placement.png
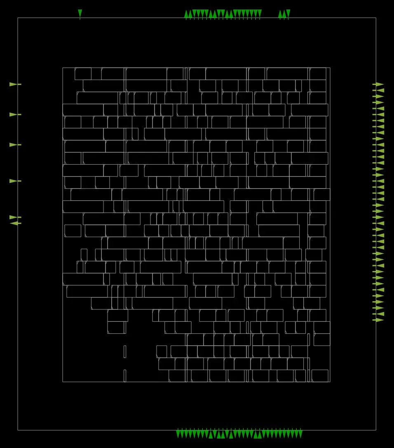
sizes.png
Drawn at 4 px/micron.
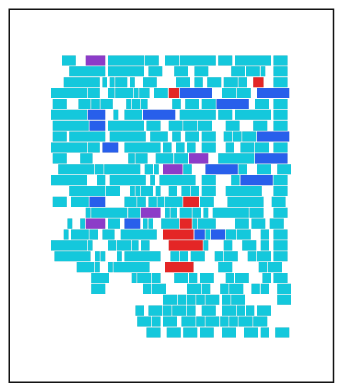
cell_density.png
Drawn at 4 px/micron. The die is cut into 8 by 9 equal tiles; dark blue is low, red is high, 0 to 100% covered.
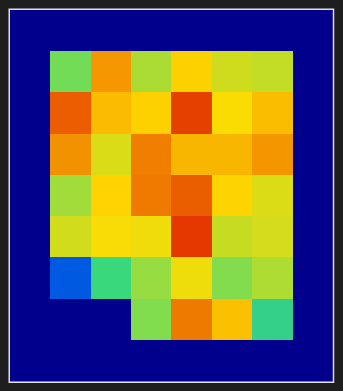
===== config.mk =====
export PLATFORM = sky130hd
export DESIGN_NAME = micro_tile_switch_flat
export DESIGN_NICKNAME = d
export VERILOG_FILES = /design/src/rtl/micro_tile_pkg.sv /design/src/rtl/micro_tile_switch_if.sv /design/src/rtl/micro_tile_sel_sync.sv /design/src/rtl/micro_tile_switch.sv /design/src/flat_wrapper.sv
export SDC_FILE = /design/constraint.sdc
export NUM_CORES = 1
export LEC_CHECK = 0
export CAP_MARGIN = 20
export CORE_ASPECT_RATIO = 1.2
export CORE_MARGIN = 10
export CORE_UTILIZATION = 44
export CTS_BUF_LIST = sky130_fd_sc_hd__clkbuf_8
export DETAILED_ROUTE_END_ITERATION = 10
export GPL_ROUTABILITY_DRIVEN = 0
export PLACE_DENSITY = 0.84
export SLEW_MARGIN = 20
export SYNTH_ARGS = -nofsm -noshare
export SYNTH_HDL_FRONTEND = slang
export SYNTH_SLANG_ARGS = --single-unit
export TNS_END_PERCENT = 20

===== constraint.sdc =====
create_clock -name clk -period 6.1 [get_ports clk]
set_clock_uncertainty 0.15 [all_clocks]
set_input_delay 1.22 -clock clk [delete_from_list [all_inputs] [get_ports clk]]
set_output_delay 1.22 -clock clk [all_outputs]
set_load 0.01 [all_outputs]

===== src/rtl/micro_tile_pkg.sv =====
// Shared types and helpers for the micro-tile switch: switch-sequencer states
// and the sizing function for its cycle counters.
package micro_tile_pkg;

    typedef enum logic [1:0] {
        RESET_T = 2'd0,
        RUN     = 2'd1,
        DRAIN   = 2'd2
    } tile_state_t;

    // Bits needed to hold a count from 0 up to and including max_val.
    function automatic int cnt_width(input int max_val);
        return (max_val < 1) ? 1 : $clog2(max_val + 1);
    endfunction

    function automatic int max2(input int a, input int b);
        return (a > b) ? a : b;
    endfunction

endpackage


===== src/rtl/micro_tile_switch_if.sv =====
// Pin-side and tile-side bundle of the micro-tile switch; the switch is the
// slave, the pad ring plus hosted tiles form the master.
interface micro_tile_switch_if #(
    parameter int N_TILES = 4,
    parameter int SEL_W   = 4
);
    logic                   ext_rst_n;
    logic [SEL_W-1:0]       sel_in;
    logic [7:0]             ui_in;
    logic [7:0]             uo_out;
    logic [N_TILES*8-1:0]   tile_ui;
    logic [N_TILES*8-1:0]   tile_uo;
    logic [N_TILES-1:0]     tile_clk_en;
    logic [N_TILES-1:0]     tile_rst_n;
    logic [SEL_W-1:0]       active_sel;
    logic                   busy;

    modport slave (
        input  ext_rst_n, sel_in, ui_in, tile_uo,
        output uo_out, tile_ui, tile_clk_en, tile_rst_n, active_sel, busy
    );

    modport master (
        output ext_rst_n, sel_in, ui_in, tile_uo,
        input  uo_out, tile_ui, tile_clk_en, tile_rst_n, active_sel, busy
    );
endinterface


===== src/rtl/micro_tile_sel_sync.sv =====
// Two-flop synchroniser and debouncer for the asynchronous tile-select pins;
// stable_sel only ever holds an in-range tile index.
module micro_tile_sel_sync
    import micro_tile_pkg::*;
#(
    parameter int N_TILES       = 4,
    parameter int SEL_W         = 4,
    parameter int STABLE_CYCLES = 4
) (
    input  logic             clk,
    input  logic             rst,
    input  logic [SEL_W-1:0] sel_in,
    output logic [SEL_W-1:0] stable_sel
);

    localparam int CW = cnt_width(STABLE_CYCLES);

    logic [SEL_W-1:0] meta_q;
    logic [SEL_W-1:0] sync_q;
    logic [CW-1:0]    stab_cnt_q;
    logic [CW-1:0]    stab_cnt_d;
    logic             in_range;

    // meta_q is the newest synchronised sample, sync_q the one before it.
    always_comb begin
        // NOTE: every combinational output gets a default first so no path leaves it unassigned (no latch).
        stab_cnt_d = '0;
        if (meta_q == sync_q) begin
            stab_cnt_d = (stab_cnt_q == CW'(STABLE_CYCLES)) ? stab_cnt_q
                                                            : stab_cnt_q + CW'(1);
        end
    end

    assign in_range = (int'(sync_q) < N_TILES);

    always_ff @(posedge clk or posedge rst) begin
        if (rst) begin
            meta_q     <= '0;
            sync_q     <= '0;
            stab_cnt_q <= '0;
            stable_sel <= '0;
        end else begin
            // NOTE: non-blocking assignments so every flop samples pre-edge values, whatever the statement order.
            meta_q     <= sel_in;
            sync_q     <= meta_q;
            stab_cnt_q <= stab_cnt_d;
            if (stab_cnt_d == CW'(STABLE_CYCLES) && in_range) begin
                stable_sel <= sync_q;
            end
        end
    end

endmodule


===== src/rtl/micro_tile_switch.sv =====
// Hosts N_TILES micro tiles behind one 8-in/8-out pin set and sequences tile
// switches as drain old tile -> clocked reset of new tile -> run.
module micro_tile_switch
    import micro_tile_pkg::*;
#(
    parameter int N_TILES       = 4,
    parameter int SEL_W         = 4,
    parameter int STABLE_CYCLES = 4,
    parameter int DRAIN_CYCLES  = 2,
    parameter int RST_CYCLES    = 4
) (
    input  logic                clk,
    input  logic                rst,
    micro_tile_switch_if.slave  bus
);

    localparam int CW = cnt_width(max2(DRAIN_CYCLES, RST_CYCLES));

    tile_state_t          state_q;
    tile_state_t          state_d;
    logic [CW-1:0]        cnt_q;
    logic [CW-1:0]        cnt_d;
    logic [SEL_W-1:0]     active_q;
    logic [SEL_W-1:0]     active_d;
    logic [SEL_W-1:0]     stable_sel;
    logic [7:0]           uo_q;
    logic [7:0]           active_uo;
    logic [N_TILES*8-1:0] tile_ui_c;
    logic [N_TILES-1:0]   tile_clk_en_c;
    logic [N_TILES-1:0]   tile_rst_n_c;
    int                   act_idx;

    micro_tile_sel_sync #(
        .N_TILES       (N_TILES),
        .SEL_W         (SEL_W),
        .STABLE_CYCLES (STABLE_CYCLES)
    ) u_sel_sync (
        .clk        (clk),
        .rst        (rst),
        .sel_in     (bus.sel_in),
        .stable_sel (stable_sel)
    );

    assign act_idx   = int'(active_q);
    assign active_uo = bus.tile_uo[act_idx*8 +: 8];

    // Next-state logic; the shared counter restarts at zero on every state entry.
    always_comb begin
        state_d  = state_q;
        cnt_d    = cnt_q + CW'(1);
        active_d = active_q;
        unique case (state_q)
            RESET_T: begin
                if (cnt_q == CW'(RST_CYCLES - 1)) begin
                    state_d = RUN;
                    cnt_d   = '0;
                end
            end
            RUN: begin
                cnt_d = '0;
                if (stable_sel != active_q) begin
                    state_d = DRAIN;
                end
            end
            DRAIN: begin
                if (cnt_q == CW'(DRAIN_CYCLES - 1)) begin
                    state_d  = RESET_T;
                    cnt_d    = '0;
                    active_d = stable_sel;
                end
            end
            default: begin
                state_d = RESET_T;
                cnt_d   = '0;
            end
        endcase
    end

    // Per-tile fan-out: only the owned tile is ever clocked, released or fed.
    always_comb begin
        tile_ui_c     = '0;
        tile_clk_en_c = '0;
        tile_rst_n_c  = '0;
        unique case (state_q)
            RESET_T: begin
                tile_clk_en_c[act_idx]     = 1'b1;
                tile_ui_c[act_idx*8 +: 8]  = bus.ui_in;
            end
            RUN: begin
                tile_clk_en_c[act_idx]     = 1'b1;
                tile_rst_n_c[act_idx]      = bus.ext_rst_n;
                tile_ui_c[act_idx*8 +: 8]  = bus.ui_in;
            end
            default: ;
        endcase
    end

    always_ff @(posedge clk or posedge rst) begin
        if (rst) begin
            state_q  <= RESET_T;
            cnt_q    <= '0;
            active_q <= '0;
            uo_q     <= '0;
        end else begin
            state_q  <= state_d;
            cnt_q    <= cnt_d;
            active_q <= active_d;
            // Capture only while staying in RUN, so the first RUN cycle and any switch show zero.
            uo_q     <= (state_q == RUN && state_d == RUN) ? active_uo : 8'h00;
        end
    end

    assign bus.uo_out      = uo_q;
    assign bus.tile_ui     = tile_ui_c;
    assign bus.tile_clk_en = tile_clk_en_c;
    assign bus.tile_rst_n  = tile_rst_n_c;
    assign bus.active_sel  = active_q;
    assign bus.busy        = (state_q != RUN);

endmodule


===== src/flat_wrapper.sv =====
// flat-port wrapper written by rule: the top's interface ports become plain ports
module micro_tile_switch_flat import micro_tile_pkg::*;
#(
    parameter int N_TILES       = 4,
    parameter int SEL_W         = 4,
    parameter int STABLE_CYCLES = 4,
    parameter int DRAIN_CYCLES  = 2,
    parameter int RST_CYCLES    = 4
)
  (clk, rst, bus_ext_rst_n, bus_sel_in, bus_ui_in, bus_tile_uo, bus_uo_out, bus_tile_ui, bus_tile_clk_en, bus_tile_rst_n, bus_active_sel, bus_busy);
  micro_tile_switch_if #(.N_TILES(N_TILES), .SEL_W(SEL_W)) bus_i ();
  input  logic clk;
  input  logic rst;
  input wire logic [$bits(bus_i.ext_rst_n)-1:0] bus_ext_rst_n;
  input wire logic [$bits(bus_i.sel_in)-1:0] bus_sel_in;
  input wire logic [$bits(bus_i.ui_in)-1:0] bus_ui_in;
  input wire logic [$bits(bus_i.tile_uo)-1:0] bus_tile_uo;
  output wire logic [$bits(bus_i.uo_out)-1:0] bus_uo_out;
  output wire logic [$bits(bus_i.tile_ui)-1:0] bus_tile_ui;
  output wire logic [$bits(bus_i.tile_clk_en)-1:0] bus_tile_clk_en;
  output wire logic [$bits(bus_i.tile_rst_n)-1:0] bus_tile_rst_n;
  output wire logic [$bits(bus_i.active_sel)-1:0] bus_active_sel;
  output wire logic [$bits(bus_i.busy)-1:0] bus_busy;
  assign bus_i.ext_rst_n = bus_ext_rst_n;
  assign bus_i.sel_in = bus_sel_in;
  assign bus_i.ui_in = bus_ui_in;
  assign bus_i.tile_uo = bus_tile_uo;
  assign bus_uo_out = bus_i.uo_out;
  assign bus_tile_ui = bus_i.tile_ui;
  assign bus_tile_clk_en = bus_i.tile_clk_en;
  assign bus_tile_rst_n = bus_i.tile_rst_n;
  assign bus_active_sel = bus_i.active_sel;
  assign bus_busy = bus_i.busy;
  micro_tile_switch #(.N_TILES(N_TILES), .SEL_W(SEL_W), .STABLE_CYCLES(STABLE_CYCLES), .DRAIN_CYCLES(DRAIN_CYCLES), .RST_CYCLES(RST_CYCLES)) u_core (.clk(clk), .rst(rst), .bus(bus_i));
endmodule

==> results.sh <==
# source this file to load flow results
export IMPL_top_area_cell="dfrtp_1"
export IMPL_grt_max_degree=33
export IMPL_synth_area_top_cells="dfrtp_1, and2_1, mux4_2, ha_1, nor2b_1"
export IMPL_place_inst=328
export IMPL_fmax_mhz=205
export IMPL_dr_pass1_iters=4
export IMPL_synthArstFlopShare=1.00
export IMPL_grt_ovfl_total=0
export IMPL_io_buffer_count=99
export IMPL_rr_endpoint="u_core.u_sel_sync.stable_sel[0]"
export IMPL_vias=1649
export IMPL_clk_insertion_delay_late_ns=0.29
export IMPL_syn_inst=177
export IMPL_r2r_start="u_core.u_sel_sync.stab_cnt_q[0]"
export IMPL_clockRootBuffer="clkbuf_8"
export IMPL_via_per_inst=4.91
export IMPL_path_buffers=2
export IMPL_cap_violations=0
export IMPL_fp_utilization=0.457
export IMPL_die_h_microns=92.8
export IMPL_n_antenna_cell=0
export IMPL_top_cells_by_count="and2_1, dfrtp_1, nor2_1, nor2b_1, ha_1"
export IMPL_p_leak_nw=1.29
export IMPL_routedWlPerCell_microns=16.6
export IMPL_syn_avg_cell_area_sq_um=11.0
export IMPL_cp_start_kind="register"
export IMPL_slew_violations=0
export IMPL_placed_area_sq_um=2990
export IMPL_cts_setup_buffers=0
export IMPL_hold_buffers=0
export IMPL_top_cell="and2_1"
export IMPL_design_area_sq_um=3080
export IMPL_num_nets_final=337
export IMPL_yosys_warnings=0
export IMPL_tightest_slew_ns=0.789
export IMPL_clock_tree_buffer_depth=2
export IMPL_min_from="u_core.u_sel_sync.meta_q[0]"
export IMPL_grt_pass1_wl_microns=8750
export IMPL_outcome="finished clean"
export IMPL_crit_fanout=17
export IMPL_first_global_vias=1661
export IMPL_startpoint="u_core.bus.active_sel[0]"
export IMPL_drc=0
export IMPL_fin_crit_sh=0.799
export IMPL_setup_worst_path_end_class="output pin"
export IMPL_antenna_found_initial=0
export IMPL_edf_count=0
export IMPL_grt_use_total=0.150
export IMPL_drtIter0Drc=56
export IMPL_synth_cell_area_sq_um=1950
export IMPL_ir_drop_uv=170
export IMPL_fin_util=0.722
export IMPL_p_total_mw=0.446
export IMPL_worstPathRequired_ns=4.73
export IMPL_die_area_sq_um=7490
export IMPL_cp_cell_sequence="inv_1 > ha_1 > xor2_1 > or3b_4 > nor4b_4 > and2_1 > clkdlybuf4s50_1"
export IMPL_rsz0062_at_grt="false"
export IMPL_syn2layout_area_growth_pct=58.2
export IMPL_critPathCapture="bus_tile_ui[12]"
export IMPL_ys_seq_frac=0.412
export IMPL_setup_tns_final_ns=0
export IMPL_path_class="register to output pin"
export IMPL_clk_pin_slew_worst_paths_ns=0.07
export IMPL_fin_crit_ns=4.87
export IMPL_synth_nets=235
export IMPL_cts_buffers=5
export IMPL_yosysUniqueCellTypes=35
export IMPL_rows=26
export IMPL_arrival_ns=3.50
export IMPL_crit_slowest_cell="dfrtp_1"
export IMPL_htree_levels=2
export IMPL_drive_above_1_share=0.0964
export IMPL_warnings=32
export IMPL_cp_top_family="simple AND/OR/NAND/NOR gates"
export IMPL_synth_chip_area_sq_um=1950
export IMPL_yosysCellCount=177
export IMPL_final_cell_mix="clkdlybuf4s50_1, and2_1, dfrtp_1, nor2_1, nor2b_1"
export IMPL_slew_headroom=0.474
export IMPL_power_per_cell_area_nw_per_um2=145
export IMPL_setup_viol=0
export IMPL_ff2ff_path_depth=6
export IMPL_fillers=330
export IMPL_synth_seq_cells=32
export IMPL_ant_nets=0
export IMPL_synth_main_ff_cell="dfrtp_1"
export IMPL_cts_sinks=32
export IMPL_dp_hpwl_microns=4570
export IMPL_min_path_cells=0
export IMPL_min_path_type="register to register"
export IMPL_die_w_microns=80.7
## Picture notes: placement.png
CORE AREA: 4260 sq um
n_taps: 56

## Picture notes: sizes.png
_3 and _4 cells: marked red, cells 7, share 2.5%. _6 and larger: marked purple, cells 5, share 1.8%. _0 and _1 cells: marked cyan, cells 253, share 90%. _2 cells: marked blue, cells 15, share 5.4%.

## Picture notes: cell_density.png
The densest ninth of the die: centre. The mean over all tiles is 40%. The emptiest ninth of the die: south-west. The fullest tile reaches 94%.

## metrics by stage
| stage | worst slack [ns] | hold slack [ns] |
|---|---|---|
| after floorplan | 2.23 | 0.223 |
| after global placement | 1.49 | 0.229 |
| after detailed placement | 1.45 | 0.237 |
| after CTS | 1.14 | 0.251 |
| after global routing | 0.950 | 0.262 |
| final | 1.23 | 0.239 |
## routing by layer
metal | track usage | part of all wire | vias to the layer above
li1 | - | - | 795
met1 | 0.165 | 0.39 | 795
met2 | 0.268 | 0.53 | 52
met3 | 0.0377 | 0.064 | 7
met4 | 0.0564 | 0.015 | 0
met5 | 0 | 0 | -
## layout make-up
cell class / instances / area (sq um) / share of cell area
Clock buffer: 5 / 68.8 / 0.0224
Clock inverter: 3 / 20.0 / 0.00650
Inverter: 9 / 33.8 / 0.0110
Multi-Input combinational cell: 131 / 1090 / 0.353
Sequential cell: 32 / 801 / 0.260
Tap cell: 56 / 70.1 / 0.0228
Timing Repair Buffer: 100 / 998 / 0.324
## power by group
part | leakage, nW | switching [mW] | internal [mW]
Sequential | 0.405 | 0.00296 | 0.218
Clock | 0.0455 | 0.0813 | 0.0793
Combinational | 0.845 | 0.0195 | 0.0449
## cells by family after synthesis
group	synth area share
and+or+nand+nor	0.284
DFF	0.412
buffers and inverters	0.0302
muxes	0.126
adders and majority gates	0.0707
xor gates and xnor gates	0.0450
AOI/OAI and AO/OA	0.0322
## flip-flops by register name, indices dropped and copies added, names as in the netlist
register                      flops
u_core.bus.active_sel             4
u_core.bus.uo_out                 8
u_core.cnt_q                      3
u_core.state_q                    2
u_core.u_sel_sync.meta_q          4
u_core.u_sel_sync.stab_cnt_q      3
u_core.u_sel_sync.stable_sel      4
u_core.u_sel_sync.sync_q          4
No activity file was given, so power comes from the tool's default toggle rates.
